Fig. 1: run 1, routed metal, one colour a layer
Scale: 3 px per µm. Two of the layers only.
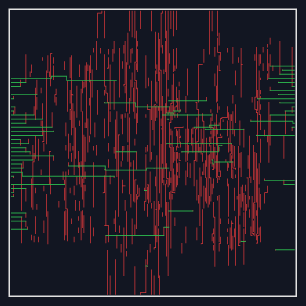
Fig. 2: run 1, pin placement
Scale: 4 px per µm. Pins as bars across the die edge, other pins in grey.
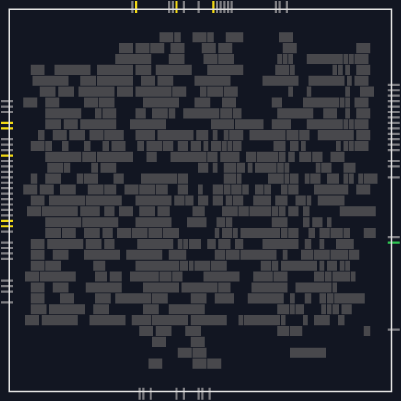
Fig. 3: run 1, cell outlines without signal wires
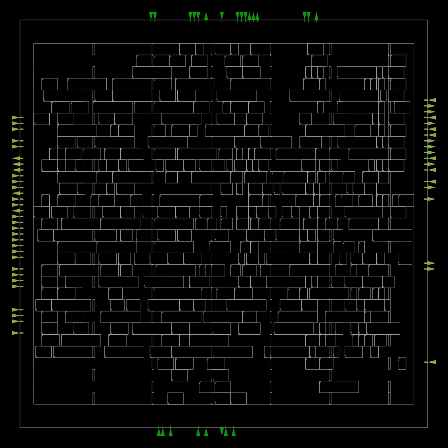
<file path="src/rtl/pic_pkg.sv">
// Shared definitions for the 8259 host-side init/INTA controller.
// The optional EOI states are always encoded here; only the controller decides whether to reach them.
package pic_pkg;

  typedef logic [3:0] state_t;

  localparam state_t S_UNINIT   = 4'd0;
  localparam state_t S_W_ICW1   = 4'd1;
  localparam state_t S_W_ICW2   = 4'd2;
  localparam state_t S_W_ICW3   = 4'd3;
  localparam state_t S_W_ICW4   = 4'd4;
  localparam state_t S_W_OCW1   = 4'd5;
  localparam state_t S_READY    = 4'd6;
  localparam state_t S_INTA1    = 4'd7;
  localparam state_t S_GAP      = 4'd8;
  localparam state_t S_INTA2    = 4'd9;
  localparam state_t S_VEC      = 4'd10;
  localparam state_t S_ISR_WAIT = 4'd11;
  localparam state_t S_W_EOI    = 4'd12;

  localparam logic       A0_CMD     = 1'b0;
  localparam logic       A0_DATA    = 1'b1;
  localparam logic [7:0] OCW2_NSEOI = 8'h20;

  localparam int unsigned ICW1_SNGL = 1;
  localparam int unsigned ICW1_IC4  = 0;
  localparam int unsigned ICW4_AEOI = 1;

  typedef struct packed {
    logic [7:0] icw1;
    logic [7:0] icw2;
    logic [7:0] icw3;
    logic [7:0] icw4;
    logic [7:0] mask;
  } cfg_t;

  function automatic logic is_write(input state_t s);
    return (s == S_W_ICW1) || (s == S_W_ICW2) || (s == S_W_ICW3) ||
           (s == S_W_ICW4) || (s == S_W_OCW1) || (s == S_W_EOI);
  endfunction

endpackage

</file>
<file path="src/rtl/pic_strobe_gen.sv">
// Down-counting pulse timer shared by the write and INTA strobes.
// Loaded with a length on state entry; 'last' marks the final counted cycle.
module pic_strobe_gen #(
  parameter int unsigned W = 8
) (
  input  logic         clk,
  input  logic         rst_n,
  input  logic         load,
  input  logic [W-1:0] len,
  output logic         active,
  output logic         last
);

  logic [W-1:0] cnt;

  always_ff @(posedge clk or negedge rst_n) begin
    if (!rst_n) begin
      cnt <= '0;
    end else if (load) begin
      cnt <= len;
    end else if (cnt != '0) begin
      cnt <= cnt - W'(1);
    end
  end

  assign active = (cnt != '0);
  assign last   = (cnt == W'(1));

endmodule

</file>
<file path="src/rtl/pic_host_ack_ctrl.sv">
// CPU-side 8259 driver: ICW/OCW1 init sequence, two-pulse INTA, vector capture.
// Optional PIC_HOST_EOI_EN adds isr_done and a non-specific EOI write after each vector.
module pic_host_ack_ctrl
  import pic_pkg::*;
#(
  parameter int unsigned WR_LOW   = 2,
  parameter int unsigned INTA_LOW = 2,
  parameter int unsigned INTA_GAP = 1
) (
  input  logic       clk,
  input  logic       rst_n,
  input  logic       cfg_start,
  input  logic [7:0] cfg_icw1,
  input  logic [7:0] cfg_icw2,
  input  logic [7:0] cfg_icw3,
  input  logic [7:0] cfg_icw4,
  input  logic [7:0] cfg_mask,
`ifdef PIC_HOST_EOI_EN
  input  logic       isr_done,
`endif
  input  logic       int_i,
  input  logic [7:0] pic_din,
  output logic [7:0] pic_dout,
  output logic       pic_a0,
  output logic       pic_wr_n,
  output logic       inta_n,
  output logic [7:0] vec_o,
  output logic       vec_valid,
  output logic       ready,
  output logic       busy
);

  localparam int unsigned CW = 8;

  state_t          state, state_nxt;
  cfg_t            cfg;
  logic            start_ok;
  logic            tmr_load, tmr_active, tmr_last;
  logic [CW-1:0]   tmr_len;

  assign start_ok = cfg_start && ((state == S_UNINIT) || (state == S_READY));

  always_comb begin
    state_nxt = state;
    case (state)
      S_UNINIT: if (start_ok) state_nxt = S_W_ICW1;
      S_READY: begin
        if (start_ok)   state_nxt = S_W_ICW1;
        else if (int_i) state_nxt = S_INTA1;
      end
      S_W_ICW1: if (tmr_last) state_nxt = S_W_ICW2;
      S_W_ICW2: begin
        if (tmr_last) begin
          if (!cfg.icw1[ICW1_SNGL])    state_nxt = S_W_ICW3;
          else if (cfg.icw1[ICW1_IC4]) state_nxt = S_W_ICW4;
          else                         state_nxt = S_W_OCW1;
        end
      end
      S_W_ICW3: if (tmr_last) state_nxt = cfg.icw1[ICW1_IC4] ? S_W_ICW4 : S_W_OCW1;
      S_W_ICW4: if (tmr_last) state_nxt = S_W_OCW1;
      S_W_OCW1: if (tmr_last) state_nxt = S_READY;
      S_INTA1:  if (tmr_last) state_nxt = S_GAP;
      S_GAP:    if (tmr_last) state_nxt = S_INTA2;
      S_INTA2:  if (tmr_last) state_nxt = S_VEC;
`ifdef PIC_HOST_EOI_EN
      S_VEC: state_nxt = (cfg.icw4[ICW4_AEOI] && cfg.icw1[ICW1_IC4]) ? S_READY : S_ISR_WAIT;
      S_ISR_WAIT: if (isr_done) state_nxt = S_W_EOI;
      S_W_EOI:    if (tmr_last) state_nxt = S_READY;
`else
      S_VEC: state_nxt = S_READY;
`endif
      default: state_nxt = S_UNINIT;
    endcase
  end

  // Write states run WR_LOW low cycles plus one hold cycle, so the timer spans WR_LOW+1.
  always_comb begin
    tmr_len = '0;
    if (is_write(state_nxt))                            tmr_len = CW'(WR_LOW + 1);
    else if (state_nxt == S_GAP)                        tmr_len = CW'(INTA_GAP);
    else if (state_nxt == S_INTA1 || state_nxt == S_INTA2) tmr_len = CW'(INTA_LOW);
  end

  assign tmr_load = (state_nxt != state);

  pic_strobe_gen #(.W(CW)) u_strobe (
    .clk    (clk),
    .rst_n  (rst_n),
    .load   (tmr_load),
    .len    (tmr_len),
    .active (tmr_active),
    .last   (tmr_last)
  );

  always_ff @(posedge clk or negedge rst_n) begin
    if (!rst_n) begin
      state <= S_UNINIT;
      cfg   <= '0;
      vec_o <= '0;
    end else begin
      state <= state_nxt;
      if (start_ok) cfg <= '{icw1: cfg_icw1, icw2: cfg_icw2, icw3: cfg_icw3,
                             icw4: cfg_icw4, mask: cfg_mask};
      if (state == S_INTA2 && tmr_last) vec_o <= pic_din;
    end
  end

  always_comb begin
    pic_a0   = A0_CMD;
    pic_dout = '0;
    case (state)
      S_W_ICW1: begin pic_a0 = A0_CMD;  pic_dout = cfg.icw1;   end
      S_W_ICW2: begin pic_a0 = A0_DATA; pic_dout = cfg.icw2;   end
      S_W_ICW3: begin pic_a0 = A0_DATA; pic_dout = cfg.icw3;   end
      S_W_ICW4: begin pic_a0 = A0_DATA; pic_dout = cfg.icw4;   end
      S_W_OCW1: begin pic_a0 = A0_DATA; pic_dout = cfg.mask;   end
      S_W_EOI:  begin pic_a0 = A0_CMD;  pic_dout = OCW2_NSEOI; end
      default: ;
    endcase
  end

  assign pic_wr_n  = !(is_write(state) && tmr_active && !tmr_last);
  assign inta_n    = !(((state == S_INTA1) || (state == S_INTA2)) && tmr_active);
  assign vec_valid = (state == S_VEC);
  assign ready     = (state == S_READY);
  assign busy      = (state != S_UNINIT) && (state != S_READY);

endmodule

</file>
<file path="config.mk">
export PLATFORM = sky130hd
export DESIGN_NAME = pic_host_ack_ctrl
export DESIGN_NICKNAME = d
export VERILOG_FILES = /design/src/rtl/pic_pkg.sv /design/src/rtl/pic_strobe_gen.sv /design/src/rtl/pic_host_ack_ctrl.sv
export SDC_FILE = /design/constraint.sdc
export NUM_CORES = 1
export LEC_CHECK = 0
export CAP_MARGIN = 10
export CORE_MARGIN = 3
export CORE_UTILIZATION = 40
export DETAILED_ROUTE_END_ITERATION = 16
export HOLD_SLACK_MARGIN = 0.05
export PLACE_DENSITY = 0.67
export SYNTH_ARGS = -nofsm -noshare
export SYNTH_HDL_FRONTEND = slang
export SYNTH_SLANG_ARGS = --single-unit
</file>
<file path="constraint.sdc">
create_clock -name clk -period 2.8 [get_ports clk]
set_input_delay 0.84 -clock clk [delete_from_list [all_inputs] [get_ports clk]]
set_output_delay 0.84 -clock clk [all_outputs]
set_load 0.02 [all_outputs]
</file>
==> CHANGELOG.md, run 1 <==
## Implementation

* Tool warnings at 28
* Pre-CTS WS at -166 ps
* Slowest CP cell: dfrtp_1
* Combinational share of cell area at 36.7%
* Initial DRC count at 79
* Fin crit period at 2700 ps
* Req. time, crit path at 1960 ps
* Crit share post-route at 96.4%
* Synth cell count leaders: dfrtp_1, mux2_2, nand2_1, nor2_1, o21ai_0
* Seq power at 0.000866 W
* CTS Buf Count at 9
* Worst EP arrival at 1860 ps
* P_comb at 0.0000934 W
* CTS tree: built
* Layout Utilization at 57.4%
* Synth top cell by count: dfrtp_1
* Worst hold slack at 479 ps
* Gate power share at 5.4%
* Most used logic cell in the final layout: dfrtp_1
* Area leader, netlist: dfrtp_1
* RSZ-0062 raised after global routing: no
* Share of total power in sequential cells at 49.7%
* Clock Path Buffers at 2
* R2R cell count at 8
* Complex Gates by Area at 12.3%
* Layout overhead on the synthesized area at 34.9%
* Worst hold path class: reg2reg
* Basic Gates by Area at 15.8%
* Top FF cell, synth: dfrtp_1
* Crit path max fanout at 10
* Combinational gates at 204
* Yosys warning count at 0
* Clk network pwr share at 45.0%
* Gpl congestion at 0.878
* Ratio of cells with drive above 1 in the final layout at 29.2%
* Vias in the first global route at 2618
* Top Ports at 74
* Final non-clock buffer share at 20.4%
* Sw Ratio at 22.8%
* Overall Global Routing Usage at 17.9%
* Grt ovf at 0
* Hold Crit Depth at 2
* Floorplan net count at 341
* Worst-path clk slew at 70 ps
* TNS Setup at 0 ps
* Asr flop ratio synth at 100%
* Routed WL per cell at 15.6 µm
* Synth unique cells at 57
* Storage cell area at 1500 µm²
* Synth Area in Adders at 1.18%
* Clk cell area share at 4.63%
* Sink Count at 60
* Fin. Hold Viols at 0
* DIE WIDTH at 95.2 µm
* R2r setup slk at 340 ps
* Chip height at 95.2 µm
* Top Layout Cells: dfrtp_1, clkdlybuf4s50_1, mux2_2
* Hold EP: vec_o[0]$_DFFE_PN0P_
* Reg2reg end: u_strobe.cnt[1]$_DFFE_PN0P_
* Via density at 5.19
* Number of routed nets with antenna violations at 0
* Crit path capture: pic_dout[5]
* Cell Pwr Density at 406 nW/µm²
* Post-route DRC at 0
* CLK BUF at 9
* Non-clk bufs at 95
* Hold path start: vec_o[0]$_DFFE_PN0P_
* Post-CTS Hold Buffers at 0
* Post-CTS setup buffers at 0
* Worst setup path startpoint: state[0]$_DFF_PN0_
* Clk latency late pin at 340 ps
* Post_cts resized at 15
* Worst R2R Start: u_strobe.cnt[1]$_DFFE_PN0P_
* Final instance area at 4300 µm²
* Crit Path Class: reg2out
* IO Port Bufs at 73
* FP Util at 42.5%
* Reported clock group power at 0.000785 W
* Final slew viol count at 0
* Critical path endpoint category: primary output
* Total number of vias at 2487
* Int Power at 0.00135 W
* Synth Instances at 286
* Largest class: logic gates
* Final setup violation count at 0
* Antenna cell count at 0
* First-pass GRT wire length at 12.3 mm
* Pwr top: sequential cells
* Largest net degree at the start of global routing at 41
* Worst Skew at 8.72 ps
* Slew headroom at 59.1%
* Drt first pass iters at 4
* Core Rows at 31
* Logic area at 1580 µm²
* Leak at 2.05 nW
* Post-route insts no fill at 479
* Top-area cell share at 47.2%
* Routed wire length at 7.47 mm
* Critical Path Start Type: register
* Yosys reg bits at 60
* HPWL after DPL at 5.55 mm
* Max-cap violations at 0
* Status: finished clean
* Worst-margin pin slew at 613 ps
* PnR worst setup slack at 102 ps
* Post-Synth XOR/XNOR Area at 1.38%
* Switching power at 0.000398 W
Back to the opening pictures, Fig. 1:
| layer | colour | wire length |
|---|---|---|
| metal 3 | green | 563 µm |
| metal 2 | red | 3470 µm |

Back to the opening pictures, Fig. 2:
| port | colour | pins | direction | edge |
|---|---|---|---|---|
| `cfg_mask` | yellow | 8 | input | 5 west, 3 north |
| `inta_n` | green | 1 | output | east |
all pins by edge: 31 west, 19 east, 16 north, 8 south

Back to the opening pictures, Fig. 3:
Tap Count: 99
Fillers: 652
core region area: 7490 µm²
Seq area share: 35.0%

-- run 1: layer usage --
metal / vias up / GRT usage (%) / wire (µm) / part of all wire (%)
met5: - / 0 / 0 / 0
li1: 1205 / - / - / -
met4: 0 / 4.93 / 91 / 1.2
met3: 10 / 7.10 / 562 / 7.5
met1: 1189 / 22.7 / 3340 / 45
met2: 83 / 28.3 / 3470 / 46
-- run 1: sequential cells by signal, summed over array words and instances, names as in the netlist --
| name | flops |
|---|---|
| u_strobe.cnt | 8 |
| state | 4 |
| cfg | 40 |
| vec_o | 8 |
-- run 1: worst max-delay path, delay by kind of cell (launching register included) --
| kind | cells | cell delay, ps |
|---|---|---|
| AND/OR/NAND/NOR | 2 | 290 |
| buffers and inverters | 2 | 540 |
| flip-flops | 1 | 420 |
| AND-OR/OR-AND | 2 | 290 |
==> inputs of run 2 (changes only) <==
- CORE_UTILIZATION: 40 -> 50
- PLACE_DENSITY: 0.67 -> 0.81
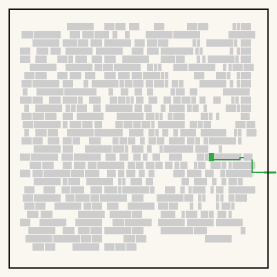
Fig. 4. Wires at chosen ports, followed through buffers (run 2).
Scale: 3 px per µm.
| port | colour | bits | direction | end cells | buffers | wire |
|---|---|---|---|---|---|---|
| `inta_n` | green | 1 | output | 1 | 1 | 19.4 µm |

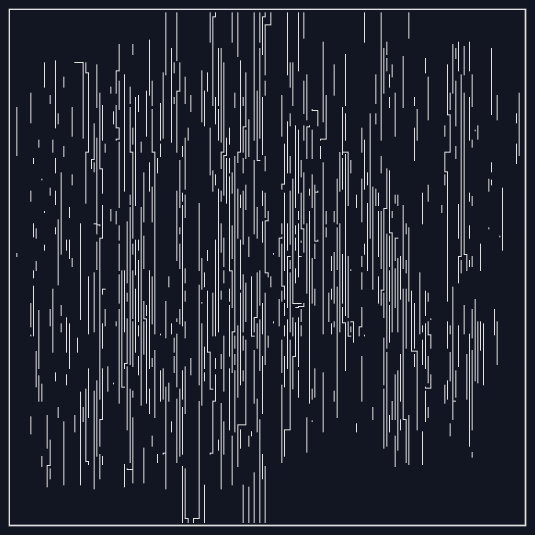
Fig. 5. Metal 2 (run 2).
Scale: 6 px per µm.
main direction: vertical
longest straight run: 33.0 µm
wire length on this layer: 3750 µm
nets with wire on the layer: 382
M2 GR Usage: 37.6%
total number of vias: 2515
routed wire length: 7.38 mm

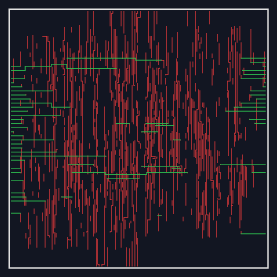
Fig. 6. Routed metal, one colour a layer (run 2).
Scale: 3 px per µm. Two of the layers only.
| layer | colour | wire length |
|---|---|---|
| metal 3 | green | 500 µm |
| metal 2 | red | 3750 µm |

==> CHANGELOG.md, run 2 <==
## Implementation

* Status: finished clean (unchanged)
* HPWL after DPL at 5.52 mm (was 5.55 mm)
* Antenna cell count at 0 (unchanged)
* R2r setup slk at 360 ps (was 340 ps)
* R2R cell count at 8 (unchanged)
* Largest regs: cfg x40, u_strobe.cnt x8, vec_o x8 (unchanged)
* Top Layout Cells: clkdlybuf4s50_1, dfrtp_1, mux2_2 (was dfrtp_1, clkdlybuf4s50_1, mux2_2)
* Hold Crit Depth at 2 (unchanged)
* Max-cap violations at 0 (unchanged)
* Ratio of cells with drive above 1 in the final layout at 30.5% (was 29.2%)
* Synth unique cells at 57 (unchanged)
* Hold EP: vec_o[6]$_DFFE_PN0P_ (was vec_o[0]$_DFFE_PN0P_)
* Worst setup path startpoint: state[0]$_DFF_PN0_ (unchanged)
* Largest register FFs at 40 (unchanged)
* Met3 Use GR at 6.44% (was 7.10%)
* Via density at 5.49 (was 5.19)
* Clk cell area share at 5.74% (was 4.63%)
* Crit path max fanout at 7 (was 10)
* Post-CTS setup buffers at 0 (unchanged)
* Leak at 2.07 nW (was 2.05 nW)
* Logic area at 1580 µm² (about the same)
* Fillers at 457 (was 652)
* Clk latency late pin at 350 ps (was 340 ps)
* Tap Count at 75 (was 99)
* Vias in the first global route at 2612 (was 2618)
* Final non-clock buffer share at 20.6% (was 20.4%)
* Fin crit period at 2710 ps (was 2700 ps)
* Asr flop ratio synth at 100% (unchanged)
* Combinational gates at 204 (unchanged)
* Crit path capture: pic_wr_n (was pic_dout[5])
* Uppermost layer routed: met4 (unchanged)
* Met2 Wirelength at 3.75 mm (was 3.47 mm)
* Reg2reg end: u_strobe.cnt[1]$_DFFE_PN0P_ (unchanged)
* Fin. Hold Viols at 0 (unchanged)
* Largest register by flop count: cfg (unchanged)
* Worst R2R Start: u_strobe.cnt[1]$_DFFE_PN0P_ (unchanged)
* Worst-path clk slew at 70 ps (about the same)
* Layout overhead on the synthesized area at 36.4% (was 34.9%)
* Routed WL per cell at 16.1 µm (was 15.6 µm)
* Grt ovf at 0 (unchanged)
* Worst Skew at 7.35 ps (was 8.72 ps)
* Number of routed nets with antenna violations at 0 (unchanged)
* Slowest CP cell: dfrtp_2 (was dfrtp_1)
* TNS Setup at 0 ps (unchanged)
* Largest net degree at the start of global routing at 41 (unchanged)
* Core region area at 6030 µm² (was 7490 µm²)
* Sink Count at 60 (unchanged)
* Critical Path Start Type: register (unchanged)
* Req. time, crit path at 1960 ps (about the same)
* Drt first pass iters at 4 (unchanged)
* Chip height at 85.8 µm (was 95.2 µm)
* Yosys reg bits at 60 (unchanged)
* Top-area cell share at 47.2% (unchanged)
* RSZ-0062 raised after global routing: no (unchanged)
* IO Port Bufs at 73 (unchanged)
* First-pass GRT wire length at 12.5 mm (was 12.3 mm)
* Number of enable flip-flop cells at 0 (unchanged)
* Worst hold path class: reg2reg (unchanged)
* Synth Instances at 286 (unchanged)
* Core Rows at 28 (was 31)
* WL met3 at 499 µm (was 562 µm)
* Top Ports at 74 (unchanged)
* Worst hold slack at 474 ps (was 479 ps)
* Critical path endpoint category: primary output (unchanged)
* Gpl congestion at 0.938 (was 0.878)
* Initial DRC count at 137 (was 79)
* PnR worst setup slack at 92.6 ps (was 102 ps)
* Crit share post-route at 96.7% (was 96.4%)
* Pre-CTS WS at -188 ps (was -166 ps)
* Clock Path Buffers at 2 (unchanged)
* Final setup violation count at 0 (unchanged)
* Synth Area per Inst at 11.1 µm² (unchanged)
* FP Util at 52.8% (was 42.5%)
* CLK BUF at 10 (was 9)
* M1 GR Usage at 26.6% (was 22.7%)
* Synth top cell by count: dfrtp_1 (unchanged)
* Tool warnings at 29 (was 28)
* Root Buffer: clkbuf_8 (unchanged)
* Largest class: logic gates (unchanged)
* Cell Pwr Density at 445 nW/µm² (was 406 nW/µm²)
* Floorplan net count at 341 (unchanged)
* Post_cts resized at 29 (was 15)
* CTS Buf Count at 9 (unchanged)
* Seq area share at 34.6% (was 35.0%)
* Post-CTS Hold Buffers at 0 (unchanged)
* Layout Utilization at 72.0% (was 57.4%)
* Synth cell count leaders: dfrtp_1, mux2_2, nand2_1, nor2_1, o21ai_0 (unchanged)
* Slew headroom at 61.3% (was 59.1%)
* Post-route insts no fill at 458 (was 479)
* M1 WL at 3.06 mm (was 3.34 mm)
* DIE WIDTH at 85.8 µm (was 95.2 µm)
* Overall Global Routing Usage at 21.8% (was 17.9%)
* Combinational share of cell area at 36.4% (was 36.7%)
* Yosys warning count at 0 (unchanged)
* Hold path start: vec_o[6]$_DFFE_PN0P_ (was vec_o[0]$_DFFE_PN0P_)
* Most Crowded Layer GR: met2 (unchanged)
* Final slew viol count at 0 (unchanged)
* Storage cell area at 1500 µm² (about the same)
* Final instance area at 4340 µm² (was 4300 µm²)
* Worst-margin pin slew at 581 ps (was 613 ps)
* Most used logic cell in the final layout: clkdlybuf4s50_1 (was dfrtp_1)
* Maximum vdd drop at 0.390 mV (was 0.312 mV)
* Crit Path Class: reg2out (unchanged)
* Top FF cell, synth: dfrtp_1 (unchanged)
* Non-clk bufs at 98 (was 95)
* CTS tree: built (unchanged)
run 2: cell counts after synthesis:
No cell type changed its count.
run 2: critical path, delay by kind of cell (launching register included):
kind | cells | cell delay, ps
buffers and inverters | 2 | 480
DFF | 1 | 430
and+or+nand+nor | 1 | 320
AOI/OAI and AO/OA | 2 | 300
run 2: cell families after synthesis:
kind of cell	after synthesis	share of synthesized area [%]
adders and majority gates	3	1.18
muxes	52	18.2
xor gates and xnor gates	5	1.38
buffers and inverters	22	4.05
AOI/OAI and AO/OA	51	12.3
DFF	60	47.2
and+or+nand+nor	93	15.8
run 2: power by group:
group	switching (W)	internal [W]
logic	0.0000277	0.0000655
clock network	0.000357	0.000615
registers	0	0.000866
==> inputs of run 3 (changes only) <==
- GPL_TIMING_DRIVEN: default -> 0
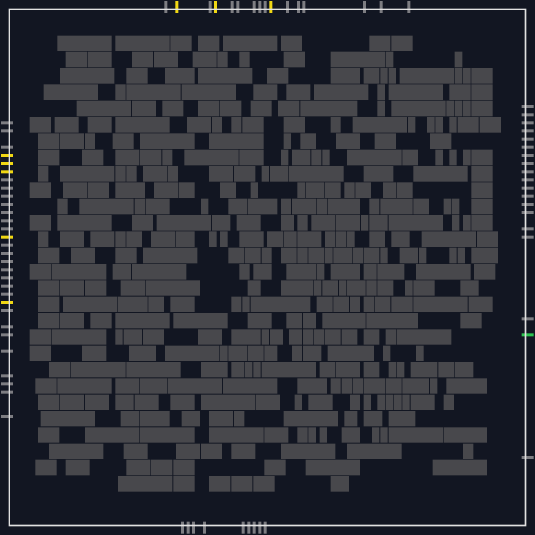
Fig. 7. Pin placement (run 3).
Scale: 6 px per µm. Pins as bars across the die edge, other pins in grey.
| port | colour | pins | direction | edge |
|---|---|---|---|---|
| `cfg_mask` | yellow | 8 | input | 5 west, 3 north |
| `inta_n` | green | 1 | output | east |
all pins by edge: 30 west, 19 east, 16 north, 9 south
DIE WIDTH: 85.8 µm
chip height: 85.8 µm

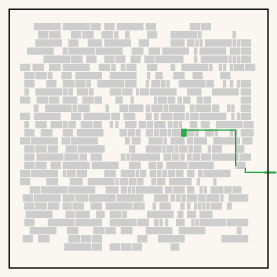
Fig. 8. Wires at chosen ports, followed through buffers (run 3).
Scale: 3 px per µm.
| port | colour | bits | direction | end cells | buffers | wire |
|---|---|---|---|---|---|---|
| `inta_n` | green | 1 | output | 1 | 1 | 36.7 µm |

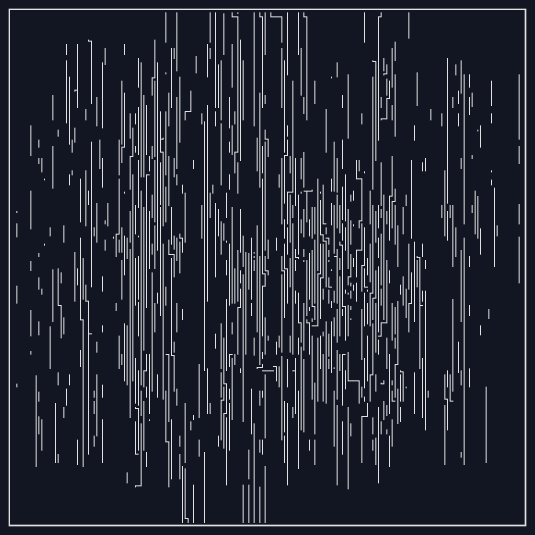
Fig. 9. Metal 2 (run 3).
Scale: 6 px per µm.
longest straight run: 41.5 µm
share of all routed wire: 49%
main direction: vertical
total number of vias: 2616
M2 GR Usage: 37.5%

==> CHANGELOG.md, run 3 <==
## Implementation

* Status: finished clean (unchanged)
* Combinational gates at 204 (unchanged)
* Core Rows at 28 (unchanged)
* Number of routed nets with antenna violations at 0 (unchanged)
* Grt ovf at 0 (unchanged)
* Yosys reg bits at 60 (unchanged)
* Uppermost layer routed: met4 (unchanged)
* TNS Setup at 0 ps (unchanged)
* Share of total power in sequential cells at 53.9% (was 44.8%)
* Post-route insts no fill at 460 (was 458)
* Top FF cell, synth: dfrtp_1 (unchanged)
* Sw Ratio at 22.8% (was 19.9%)
* Synth cell count leaders: dfrtp_1, mux2_2, nand2_1, nor2_1, o21ai_0 (unchanged)
* Area leader, netlist: dfrtp_1 (unchanged)
* Worst-path clk slew at 60 ps (was 70 ps)
* Gpl congestion at 0.879 (was 0.938)
* Floorplan net count at 341 (unchanged)
* Worst hold slack at 475 ps (was 474 ps)
* CTS Buf Count at 9 (unchanged)
* Worst-margin pin slew at 589 ps (was 581 ps)
* CP bufs+invs at 3 (was 2)
* Fin crit period at 2750 ps (was 2710 ps)
* Yosys warning count at 0 (unchanged)
* RSZ-0062 raised after global routing: yes (was no)
* Clock Path Buffers at 2 (unchanged)
* FP Util at 52.8% (unchanged)
* Core region area at 6030 µm² (unchanged)
* Crit share post-route at 98.3% (was 96.7%)
* Post_cts resized at 60 (was 29)
* Synth unique cells at 57 (unchanged)
* Final setup violation count at 0 (unchanged)
* Top-area cell share at 47.2% (unchanged)
* Post-route DRC at 0 (unchanged)
* Synthesis area per yosys at 3180 µm² (unchanged)
* Synth top cell by count: dfrtp_1 (unchanged)
* Antenna cell count at 0 (unchanged)
* Vias in the first global route at 2665 (was 2612)
* Critical path endpoint category: primary output (unchanged)
* Crit path max fanout at 7 (unchanged)
* Cell Pwr Density at 374 nW/µm² (was 445 nW/µm²)
* Layout Utilization at 71.3% (was 72.0%)
* Drt first pass iters at 5 (was 4)
* Worst R2R Start: u_strobe.cnt[1]$_DFFE_PN0P_ (unchanged)
* CTS tree: built (unchanged)
* Tool warnings at 30 (was 29)
* R2r setup slk at 260 ps (was 360 ps)
* Pre-CTS WS at -818 ps (was -188 ps)
* Slowest CP cell: dfrtp_1 (was dfrtp_2)
* Largest register FFs at 40 (unchanged)
* Reported clock group power at 0.000649 W (was 0.000972 W)
* Clk cell area share at 3.67% (was 5.74%)
* Post-CTS Hold Buffers at 0 (unchanged)
* Initial DRC count at 166 (was 137)
* Most Crowded Layer GR: met2 (unchanged)
* Largest regs: cfg x40, u_strobe.cnt x8, vec_o x8 (unchanged)
* Maximum vdd drop at 0.317 mV (was 0.390 mV)
* Hold Crit Depth at 2 (unchanged)
* Routed wire length at 7.76 mm (was 7.38 mm)
* Hold EP: vec_o[3]$_DFFE_PN0P_ (was vec_o[6]$_DFFE_PN0P_)
* IO Port Bufs at 73 (unchanged)
* Final non-clock buffer share at 21.6% (was 20.6%)
* WL met3 at 564 µm (was 499 µm)
* Met3 Use GR at 5.67% (was 6.44%)
* Final slew viol count at 0 (unchanged)
* M1 WL at 3.21 mm (was 3.06 mm)
* Root Buffer: clkbuf_8 (unchanged)
* Largest register by flop count: cfg (unchanged)
* Combinational share of cell area at 37.2% (was 36.4%)
* Seq power at 0.000867 W (was 0.000866 W)
* P_comb at 0.0000925 W (was 0.0000932 W)
* Largest class: logic gates (unchanged)
* Final instance area at 4300 µm² (was 4340 µm²)
* CLK BUF at 10 (unchanged)
* Number of enable flip-flop cells at 0 (unchanged)
* Overall Global Routing Usage at 22.4% (was 21.8%)
* Pwr top: sequential cells (was clock)
* Synth Instances at 286 (unchanged)
* First-pass GRT wire length at 12.8 mm (was 12.5 mm)
* Int Power at 0.00124 W (was 0.00155 W)
* Leak at 2.06 nW (was 2.07 nW)
* Worst hold path class: reg2reg (unchanged)
* Reg2reg end: u_strobe.cnt[1]$_DFFE_PN0P_ (unchanged)
* Logic area at 1600 µm² (was 1580 µm²)
* Non-clk bufs at 101 (was 98)
* Layout overhead on the synthesized area at 35.0% (was 36.4%)
* PnR worst setup slack at 46.8 ps (was 92.6 ps)
* Sink Count at 60 (unchanged)
* Crit Path Class: reg2out (unchanged)
* Max-cap violations at 0 (unchanged)
* Via density at 5.69 (was 5.49)
* Top Ports at 74 (unchanged)
* Ratio of cells with drive above 1 in the final layout at 30.1% (was 30.5%)
* Slew headroom at 60.7% (was 61.3%)
* Fillers at 446 (was 457)
* Most used logic cell in the final layout: clkdlybuf4s50_1 (unchanged)
* R2R cell count at 8 (unchanged)
* Switching power at 0.000367 W (was 0.000385 W)
* Gate power share at 5.8% (was 4.8%)
* Worst Skew at 8.23 ps (was 7.35 ps)
* Hold path start: vec_o[3]$_DFFE_PN0P_ (was vec_o[6]$_DFFE_PN0P_)
* Seq area share at 35.0% (was 34.6%)
* Crit path max-delay family: buffers and inverters (unchanged)
* Top Layout Cells: clkdlybuf4s50_1, dfrtp_1, mux2_2 (unchanged)
* HPWL after DPL at 5.51 mm (was 5.52 mm)
* Largest net degree at the start of global routing at 37 (was 41)
* Post-CTS setup buffers at 5 (was 0)
* Clk latency late pin at 340 ps (was 350 ps)
## run 3: kinds of logic after synthesis
logic type                 Yosys count  synth area share [%]
DFF                                 60                  47.2
AOI/OAI and AO/OA                   51                  12.3
adders and majority gates            3                  1.18
buffers and inverters               22                  4.05
and+or+nand+nor                     93                  15.8
muxes                               52                  18.2
xor gates and xnor gates             5                  1.38
## run 3: how the worst max path moves through the flow
stage | end | startpoint | cells past startpoint
3_5_place_dp | pic_dout[6] | state[2]$_DFF_PN0_ | 9
6_report | inta_n | state[2]$_DFF_PN0_ | 7
2_1_floorplan | pic_dout[0] | state[2]$_DFF_PN0_ | 8
4_1_cts | pic_dout[2] | state[0]$_DFF_PN0_ | 7
3_3_place_gp | cfg[3]$_DFFE_PN0P_ | rst_n | 1
5_1_grt | inta_n | state[2]$_DFF_PN0_ | 7
Power figures rest on the tool's default switching activity, not on a simulated workload.
